==> src/rtl/wb_sdr_arbiter.sv <==
// ---------------------------------------------------------------------------
// wb_sdr_arbiter
//   Round-robin Wishbone arbiter that shares the single SDRAM-controller
//   Wishbone slave port among NUM_M masters. A grant is held for the whole
//   cyc of the winning master, so bursts are never split. A watchdog counts
//   stb-without-ack cycles and returns err to the master if the controller
//   stalls for TIMEOUT_CYC cycles.
//
// Ports
//   sys_clk            system clock (rising edge)
//   wb_rst_i           synchronous active-high reset
//   m_cyc_i/m_stb_i    per-master cyc / stb                 [NUM_M]
//   m_we_i             per-master write enable              [NUM_M]
//   m_sel_i            per-master byte selects, k at [k*dw/8 +: dw/8]
//   m_adr_i            per-master address,      k at [k*APP_AW +: APP_AW]
//   m_dat_i            per-master write data,   k at [k*dw +: dw]
//   m_cti_i            per-master cycle type,   k at [k*3 +: 3]
//   m_ack_o/m_err_o    per-master ack / watchdog error      [NUM_M]
//   m_dat_o            read data broadcast to every master
//   s_*_o              Wishbone master side towards the SDRAM controller
//   s_ack_i/s_dat_i    ack / read data from the controller
//   gnt_o              one-hot current grant
// ---------------------------------------------------------------------------
module wb_sdr_arbiter #(
    parameter int NUM_M       = 2,
    parameter int dw          = 32,
    parameter int APP_AW      = 26,
    parameter int TIMEOUT_CYC = 1024
) (
    input  logic                       sys_clk,
    input  logic                       wb_rst_i,
    input  logic [NUM_M-1:0]           m_cyc_i,
    input  logic [NUM_M-1:0]           m_stb_i,
    input  logic [NUM_M-1:0]           m_we_i,
    input  logic [NUM_M*(dw/8)-1:0]    m_sel_i,
    input  logic [NUM_M*APP_AW-1:0]    m_adr_i,
    input  logic [NUM_M*dw-1:0]        m_dat_i,
    input  logic [NUM_M*3-1:0]         m_cti_i,
    output logic [NUM_M-1:0]           m_ack_o,
    output logic [NUM_M-1:0]           m_err_o,
    output logic [dw-1:0]              m_dat_o,
    output logic                       s_cyc_o,
    output logic                       s_stb_o,
    output logic                       s_we_o,
    output logic [dw/8-1:0]            s_sel_o,
    output logic [APP_AW-1:0]          s_adr_o,
    output logic [dw-1:0]              s_dat_o,
    output logic [2:0]                 s_cti_o,
    input  logic                       s_ack_i,
    input  logic [dw-1:0]              s_dat_i,
    output logic [NUM_M-1:0]           gnt_o
);

    localparam int SW = dw / 8;
    localparam int PW = (NUM_M > 1) ? $clog2(NUM_M) : 1;
    localparam int WW = (TIMEOUT_CYC > 1) ? $clog2(TIMEOUT_CYC) : 1;

    typedef enum logic [1:0] {
        IDLE = 2'd0,
        BUSY = 2'd1,
        ERR  = 2'd2
    } state_t;

    state_t            state_q, state_d;
    logic [NUM_M-1:0]  gnt_q, gnt_d;
    logic [PW-1:0]     gidx_q, gidx_d;     // binary index of gnt_q
    logic [PW-1:0]     rr_ptr_q, rr_ptr_d;
    logic [WW-1:0]     wdog_q, wdog_d;

    logic              found;
    logic [PW-1:0]     pick;
    logic              cyc_g, stb_g;

    assign gnt_o   = gnt_q;
    assign m_dat_o = s_dat_i;

    // Round-robin search: first requester at or above rr_ptr, wrapping.
    always_comb begin
        int idx;
        found = 1'b0;
        pick  = '0;
        idx   = 0;
        for (int i = 0; i < NUM_M; i++) begin
            idx = int'(rr_ptr_q) + i;
            if (idx >= NUM_M) idx = idx - NUM_M;
            if (!found && m_cyc_i[PW'(idx)]) begin
                found = 1'b1;
                pick  = PW'(idx);
            end
        end
    end

    // Slave-side mux driven by the registered one-hot grant; all zero when
    // nobody holds the grant.
    always_comb begin
        cyc_g   = 1'b0;
        stb_g   = 1'b0;
        s_we_o  = 1'b0;
        s_sel_o = '0;
        s_adr_o = '0;
        s_dat_o = '0;
        s_cti_o = '0;
        for (int k = 0; k < NUM_M; k++) begin
            if (gnt_q[k]) begin
                cyc_g   = m_cyc_i[k];
                stb_g   = m_stb_i[k];
                s_we_o  = m_we_i[k];
                s_sel_o = m_sel_i[k*SW +: SW];
                s_adr_o = m_adr_i[k*APP_AW +: APP_AW];
                s_dat_o = m_dat_i[k*dw +: dw];
                s_cti_o = m_cti_i[k*3 +: 3];
            end
        end
    end

    always_comb begin
        state_d  = state_q;
        gnt_d    = gnt_q;
        gidx_d   = gidx_q;
        rr_ptr_d = rr_ptr_q;
        wdog_d   = wdog_q;
        s_cyc_o  = 1'b0;
        s_stb_o  = 1'b0;
        m_ack_o  = '0;
        m_err_o  = '0;
        case (state_q)
            IDLE: begin
                wdog_d = '0;
                if (found) begin
                    gnt_d       = '0;
                    gnt_d[pick] = 1'b1;
                    gidx_d      = pick;
                    state_d     = BUSY;
                end
            end
            BUSY: begin
                s_cyc_o = cyc_g;
                s_stb_o = cyc_g & stb_g;
                m_ack_o = gnt_q & {NUM_M{s_ack_i}};
                if (!cyc_g) begin
                    state_d  = IDLE;
                    gnt_d    = '0;
                    rr_ptr_d = (gidx_q == PW'(NUM_M - 1)) ? '0 : gidx_q + PW'(1);
                    wdog_d   = '0;
                end else if (s_stb_o && !s_ack_i) begin
                    // Stalled beat; an ack in the same cycle takes the
                    // other branch, so ack always beats the timeout.
                    if (wdog_q == WW'(TIMEOUT_CYC - 1)) begin
                        m_err_o = gnt_q;
                        state_d = ERR;
                        wdog_d  = '0;
                    end else begin
                        wdog_d = wdog_q + WW'(1);
                    end
                end else begin
                    wdog_d = '0;
                end
            end
            ERR: begin
                // Controller side stays idle until the master gives up cyc.
                if (!cyc_g) begin
                    state_d  = IDLE;
                    gnt_d    = '0;
                    rr_ptr_d = (gidx_q == PW'(NUM_M - 1)) ? '0 : gidx_q + PW'(1);
                end
            end
            default: begin
                state_d = IDLE;
                gnt_d   = '0;
            end
        endcase
    end

    always_ff @(posedge sys_clk) begin
        if (wb_rst_i) begin
            state_q  <= IDLE;
            gnt_q    <= '0;
            gidx_q   <= '0;
            rr_ptr_q <= '0;
            wdog_q   <= '0;
        end else begin
            state_q  <= state_d;
            gnt_q    <= gnt_d;
            gidx_q   <= gidx_d;
            rr_ptr_q <= rr_ptr_d;
            wdog_q   <= wdog_d;
        end
    end

endmodule

==> config.mk <==
export PLATFORM = sky130hd
export DESIGN_NAME = wb_sdr_arbiter
export DESIGN_NICKNAME = d
export VERILOG_FILES = /design/src/rtl/wb_sdr_arbiter.sv
export SDC_FILE = /design/constraint.sdc
export NUM_CORES = 1
export LEC_CHECK = 0
export ABC_AREA = 1
export CORE_AREA = 2 2 108 110
export CTS_CLUSTER_DIAMETER = 60
export CTS_CLUSTER_SIZE = 8
export DETAILED_ROUTE_END_ITERATION = 8
export DIE_AREA = 0 0 110 112
export PLACE_DENSITY_LB_ADDON = 0.15
export SYNTH_ARGS = -nofsm -noshare
export SYNTH_HDL_FRONTEND = slang
export SYNTH_SLANG_ARGS = --single-unit
==> constraint.sdc <==
create_clock -name sys_clk -period 1.5 [get_ports sys_clk]
set_clock_uncertainty 0.1 [all_clocks]
set_input_delay 0.45 -clock sys_clk [delete_from_list [all_inputs] [get_ports sys_clk]]
set_output_delay 0.45 -clock sys_clk [all_outputs]
set_load 0.05 [all_outputs]
==> qor.csv, run 1 <==
stage,metric,value,unit
synth,post-synth top area cell,nand2_1,
synth,ys async rst share,0,%
detailed_routing,vias per cell,4.64,
cts,H-tree depth,1,
critical_path,Crit. path cell count,8,
power,Pwr Density,805,nW/um^2
layout,cell area after layout,7800,sq um
hold_path,hold path endpoint,gidx_q,
timing,Tmin final,2.09,ns
timing,RSZ-0062 raised after global routing,true,
placed_design,PortBufs,212,
hold_path,WHS Path Cells,2,
power,power in combinational cells,0.00523,W
cts,clk ins delay skew pair,0.25,ns
layout,Biggest Area Class,non-clock buffers,
outcome,outcome,"finished, violations left",
power,top power group,combinational logic,
timing,Finish-stage setup viols,86,
timing,Max Fclk,479,MHz
layout,flop share of the area,4.27,%
synth,MUX share of area,0,%
timing,slew of the pin with the lowest slew margin,0.330,ns
timing,final hold violation count,0,
detailed_routing,total iterations of the first detailed-routing run,4,
timing,final worst setup slack,-0.589,ns
timing,crit share post-route,139,%
timing,slew margin rel.,78.0,%
critical_path,FF-to-FF End,wdog_q[3],
power,Psw,0.00301,W
critical_path,max incr delay on CP,0.37,ns
critical_path,type of origin of the critical path,flop,
synth,Largest logic family,simple AND/OR/NAND/NOR gates,
synth,Synthesized Nets,583,
placed_design,RD Place Congestion,0.804,
floorplanning,FP Core Util,19.5,%
cts,CTS Buffer Depth,2,
global_route,first-pass GRT wire length,21600,um
synth,post-synthesis adder-cell area fraction,2.29,%
layout,clock tree buffer count of the final layout,3,
cts,Post-CTS Hold Fix Bufs,0,
layout,layout cells sized above 1,60.4,%
critical_path,CP Cell Sequence,"clkinv_8, buf_6, nand3_4, nand2_4, nand3_4, buf_4, nor4_4, buf_12",
detailed_routing,DRT met1 WL,5090,um
cts,CTS tree,yes,
synth,top cells by area,"nand2_1, nand3_1, dfxtp_1, buf_4, a21oi_1",
critical_path,R2R Setup Slk,-0.51,ns
global_route,antenna violations before repair,1,
outcome,failing checks,negative setup slack,
hold_path,hold wc startpoint,gidx_q,
layout,max reg flops,10,
critical_path,Critical Path End Type,primary output,
critical_path,WP data arrival,1.54,ns
layout,fin nets,832,
placed_design,HPWL after detailed placement,8570,um
flow_run,OpenROAD warning count,31,
synth,Post-Syn Instances,408,
global_route,number of global-route vias before repair,4020,
synth,Syn Std Cell Area,2180,sq um
critical_path,Reg-to-Reg Start,gnt_o[1],
power,internal power,0.00327,W
critical_path,CP max stage cell,dfxtp_4,
critical_path,critical path class,reg2out,
layout,Data buffer area share,49.6,%
placed_design,Post-Place Cell Area,5120,sq um
synth,# Cells Yosys,408,
power,P_seq,0.000508,W
synth,Yosys chip area,2180,sq um
global_route,largest net degree at the start of global routing,16,
cts,Post-CTS Setup Bufs,21,
layout,seq_cells,16,
layout,Diodes inserted,1,
hold_path,Worst Hold Class,reg2reg,
synth,Avg Inst Size Synth,5.35,sq um
floorplanning,Die Ht,112,um
layout,Synth-to-Final Area Change,257,%
synth,XORs/XNORs by Area,0.802,%
floorplanning,# rows,39,
cts,Resized cells post-CTS,353,
layout,ClkCell Share,1.01,%
synth,Synth top cell by count,nand2_1,
timing,fin. max-slew vios,0,
power,sequential fraction of design power,8.1,%
detailed_routing,via count,3710,
floorplanning,horizontal die size,110,um
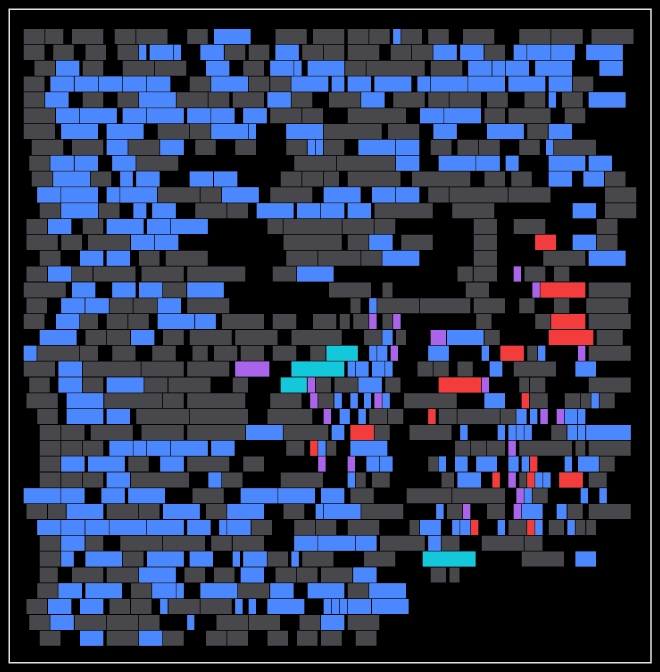
run_1/logic_types.png
| family | colour | cells |
|---|---|---|
| NAND gates | blue | 267 |
| inverters | purple | 22 |
| adder and majority cells | cyan | 4 |
| NOR gates | red | 16 |
Comb area share: 41.6%
most numerous logic cell after layout: clkdlybuf4s50_1
Cell Count, Final, Fillers Out: 800

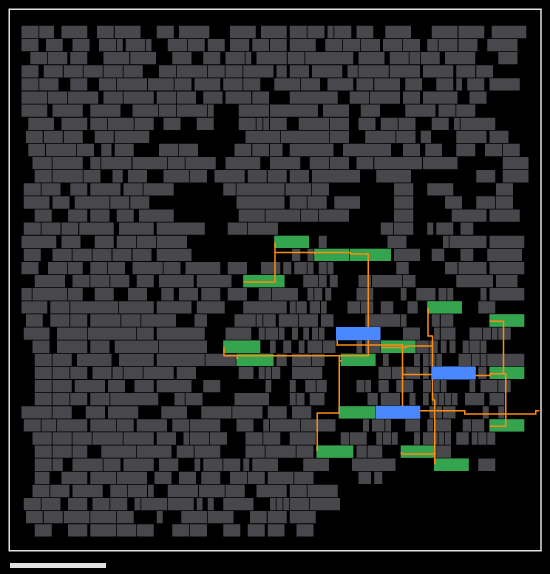
run_1/clk_routes.png
Bar = 20 um.
[clock wires] orange | length: 282 um
[flip-flops] green | count: 16
[clock drivers] blue | count: 3
routed clock nets: 4
clock share of power: 8.6%
Clk. pwr: 0.000540 W

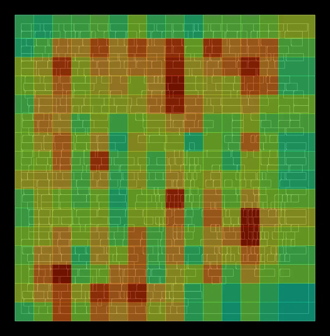
run_1/congestion.png
M2 GR Usage: 43.3%
global-route met1 utilization: 25.7%
GR peak layer: met2
post-layout util: 69.8%

run_1/flops_by_reg.png
Bar = 20 um. Other sequential cells in the stronger grey, the rest of the logic in the fainter grey.
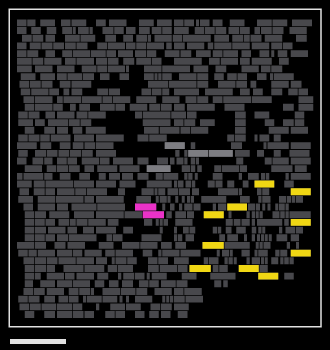

## Run 2: what changed since run 1
--- a/config.mk
+++ b/config.mk
@@ -6,11 +6,11 @@
 export NUM_CORES = 1
 export LEC_CHECK = 0
 export ABC_AREA = 1
-export CORE_AREA = 2 2 108 110
+export CORE_AREA = 2 2 109 111
 export CTS_CLUSTER_DIAMETER = 60
 export CTS_CLUSTER_SIZE = 8
 export DETAILED_ROUTE_END_ITERATION = 8
-export DIE_AREA = 0 0 110 112
+export DIE_AREA = 0 0 111 113
 export PLACE_DENSITY_LB_ADDON = 0.15
 export SYNTH_ARGS = -nofsm -noshare
 export SYNTH_HDL_FRONTEND = slang
==> constraint.sdc (replaced) <==
create_clock -name sys_clk -period 2.6 [get_ports sys_clk]
set_clock_uncertainty 0.1 [all_clocks]
set_input_delay 0.78 -clock sys_clk [delete_from_list [all_inputs] [get_ports sys_clk]]
set_output_delay 0.78 -clock sys_clk [all_outputs]
set_load 0.05 [all_outputs]
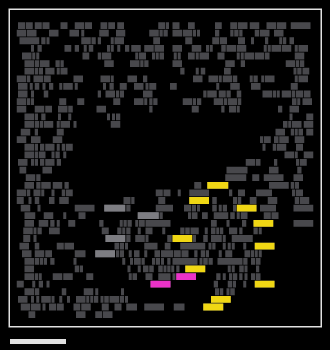
run_2/flops_by_reg.png
Bar = 20 um. Other sequential cells in the stronger grey, the rest of the logic in the fainter grey.
| netlist name | colour | sequential cells |
|---|---|---|
| state_q | magenta | 2 |
| wdog_q | yellow | 10 |

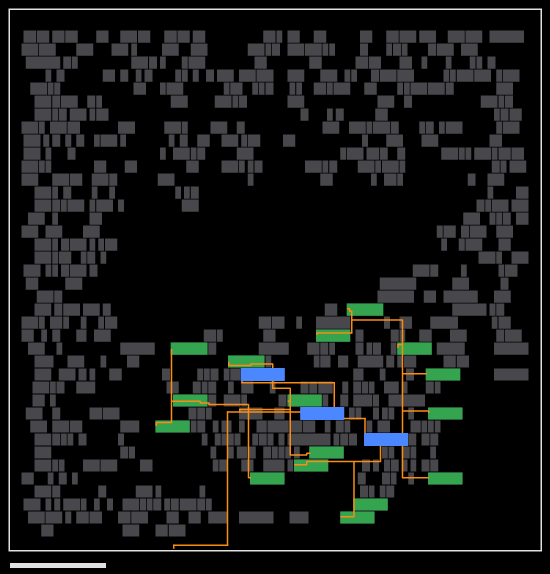
run_2/clk_routes.png
Bar = 20 um.
[clock drivers] blue | count: 3
[clock wires] orange | length: 311 um
[flip-flops] green | count: 16
routed clock nets: 4
clock share of power: 15.1%
clk ins delay skew pair: 0.25 ns
Clk. pwr: 0.000344 W

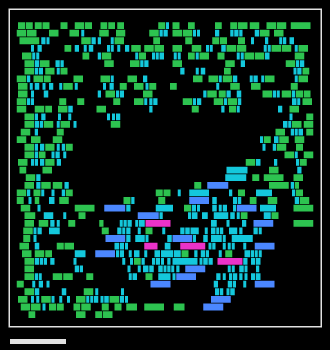
run_2/placement_by_type.png
Bar = 20 um.
| class | colour | cells |
|---|---|---|
| flops | blue | 16 |
| other buffers and delay cells | green | 232 |
| combinational and other logic | cyan | 336 |
| clock drivers and dummy loads | magenta | 4 |
post-layout util: 39.0%
cell area after layout: 4400 sq um
core footprint: 11,300 sq um
# rows: 39

==> qor.csv, run 2 <==
stage,metric,value,unit
cts,root buffer cell,clkbuf_16,
layout,Data buffer area share,49.5,%
global_route,antenna violations before repair,0,
detailed_routing,met2 wire len,5090,um
synth,Synthesized Nets,583,
synth,Post-Syn Instances,408,
critical_path,CP Cell Sequence,"clkbuf_2, nand2_1, nand2_2, nand3_4, buf_4, nor4_4, buf_12",
detailed_routing,vias per cell,4.38,
synth,Synth top cell by count,nand2_1,
placed_design,HPWL after detailed placement,7730,um
critical_path,critical path class,in2out,
detailed_routing,total iterations of the first detailed-routing run,4,
floorplanning,Die Ht,113,um
synth,sequential share of the synthesized area,14.7,%
power,Pwr Density,519,nW/um^2
detailed_routing,Final ANT Viol Nets,0,
timing,Tmin final,2.54,ns
synth,area share of the largest cell type after synthesis,30.1,%
layout,layout cells sized above 1,22.1,%
hold_path,WHS Path Cells,2,
global_route,largest net degree at the start of global routing,57,
layout,Top reg by flops,wdog_q,
placed_design,RD Place Congestion,0.839,
layout,most numerous logic cells after layout,"nand2_1, clkdlybuf4s50_1, buf_4, nand3_1, inv_1",
layout,flop share of the area,7.37,%
synth,top cells by area,"nand2_1, nand3_1, dfxtp_1, buf_4, a21oi_1",
critical_path,Crit. path cell count,7,
layout,max reg flops,10,
detailed_routing,Routed WL,9780,um
critical_path,FF-to-FF End,state_q[0],
critical_path,R2R Setup Slk,0.83,ns
layout,Filler Cell Count,1221,
timing,crit share post-route,97.7,%
cts,CTS Buffer Depth,2,
layout,Comb area share,34.8,%
layout,Diodes inserted,0,
layout,combinational gates,314,
synth,Syn Std Cell Area,2180,sq um
global_route,M2 GR Usage,27.1,%
cts,CTS tree,yes,
timing,Finish-stage setup viols,0,
layout,sequential cell area,324,sq um
timing,fin. max-slew vios,0,
timing,slew margin rel.,58.0,%
critical_path,worst endpoint required time,1.72,ns
hold_path,hold path endpoint,gidx_q,
synth,ys async rst share,0,%
power,internal power,0.00109,W
power,sequential fraction of design power,12.8,%
timing,RSZ-0062 raised after global routing,true,
outcome,outcome,"complete, no violations",
layout,most numerous logic cell after layout,nand2_1,
power,peak supply drop,0.322,mV
floorplanning,horizontal die size,111,um
power,Psw,0.00119,W
floorplanning,IO Count,277,
global_route,GRT met3 Usage,3.43,%
hold_path,Worst Hold Class,reg2reg,
layout,Biggest Area Class,non-clock buffers,
synth,"AND/OR/NAND/NOR Cells, Area Fraction",57.0,%
global_route,number of global-route vias before repair,2985,
timing,final worst setup slack,0.0603,ns
synth,Largest logic family,simple AND/OR/NAND/NOR gates,
layout,Non-Clock Buffer Count,232,
global_route,GR peak layer,met2,
cts,Resized cells post-CTS,19,
power,Design Power,0.00228,W
placed_design,PortBufs,212,
placed_design,Post-Place Cell Area,4200,sq um
detailed_routing,top sig layer,met4,
floorplanning,FP Core Util,19.4,%
timing,slew of the pin with the lowest slew margin,0.628,ns
placed_design,placed insts,720,
synth,XORs/XNORs by Area,0.802,%
timing,final hold violation count,0,
critical_path,WP data arrival,1.66,ns
power,P_seq,0.000291,W
layout,Synth-to-Final Area Change,101,%
timing,Max Fclk,394,MHz
cts,H-tree depth,1,
global_route,global-route met1 utilization,16.6,%
critical_path,type of origin of the critical path,input pin,
hold_path,hold wc startpoint,gidx_q,
critical_path,max incr delay on CP,0.19,ns
power,top power group,combinational logic,
layout,fin nets,764,
synth,Yosys chip area,2180,sq um
layout,ClkCell Share,2.02,%
global_route,first-pass GRT wire length,15000,um
synth,post-synth top area cell,nand2_1,
cts,Post-CTS Hold Fix Bufs,0,
layout,clock tree buffer count of the final layout,4,
synth,Post-synth EDFFs,0,
synth,MUX share of area,0,%
cts,Post-CTS Setup Bufs,4,
critical_path,Reg-to-Reg Start,state_q[1],
detailed_routing,via count,3205,
critical_path,Critical Path End Type,primary output,
layout,"Cell Count, Final, Fillers Out",731,
critical_path,CP max stage cell,nor4_4,
cts,Worst-path clk slew,0.05,ns
layout,seq_cells,16,
flow_run,maxcap violations,0,
timing,setup_tns,0,ns
flow_run,OpenROAD warning count,30,
placed_design,"worst slack, placed",-0.407,ns
synth,Avg Inst Size Synth,5.35,sq um
power,power in combinational cells,0.00165,W
synth,# Cells Yosys,408,
detailed_routing,DRT met1 WL,3860,um
synth,post-synthesis adder-cell area fraction,2.29,%
Power is estimated from default activity; no workload was simulated.
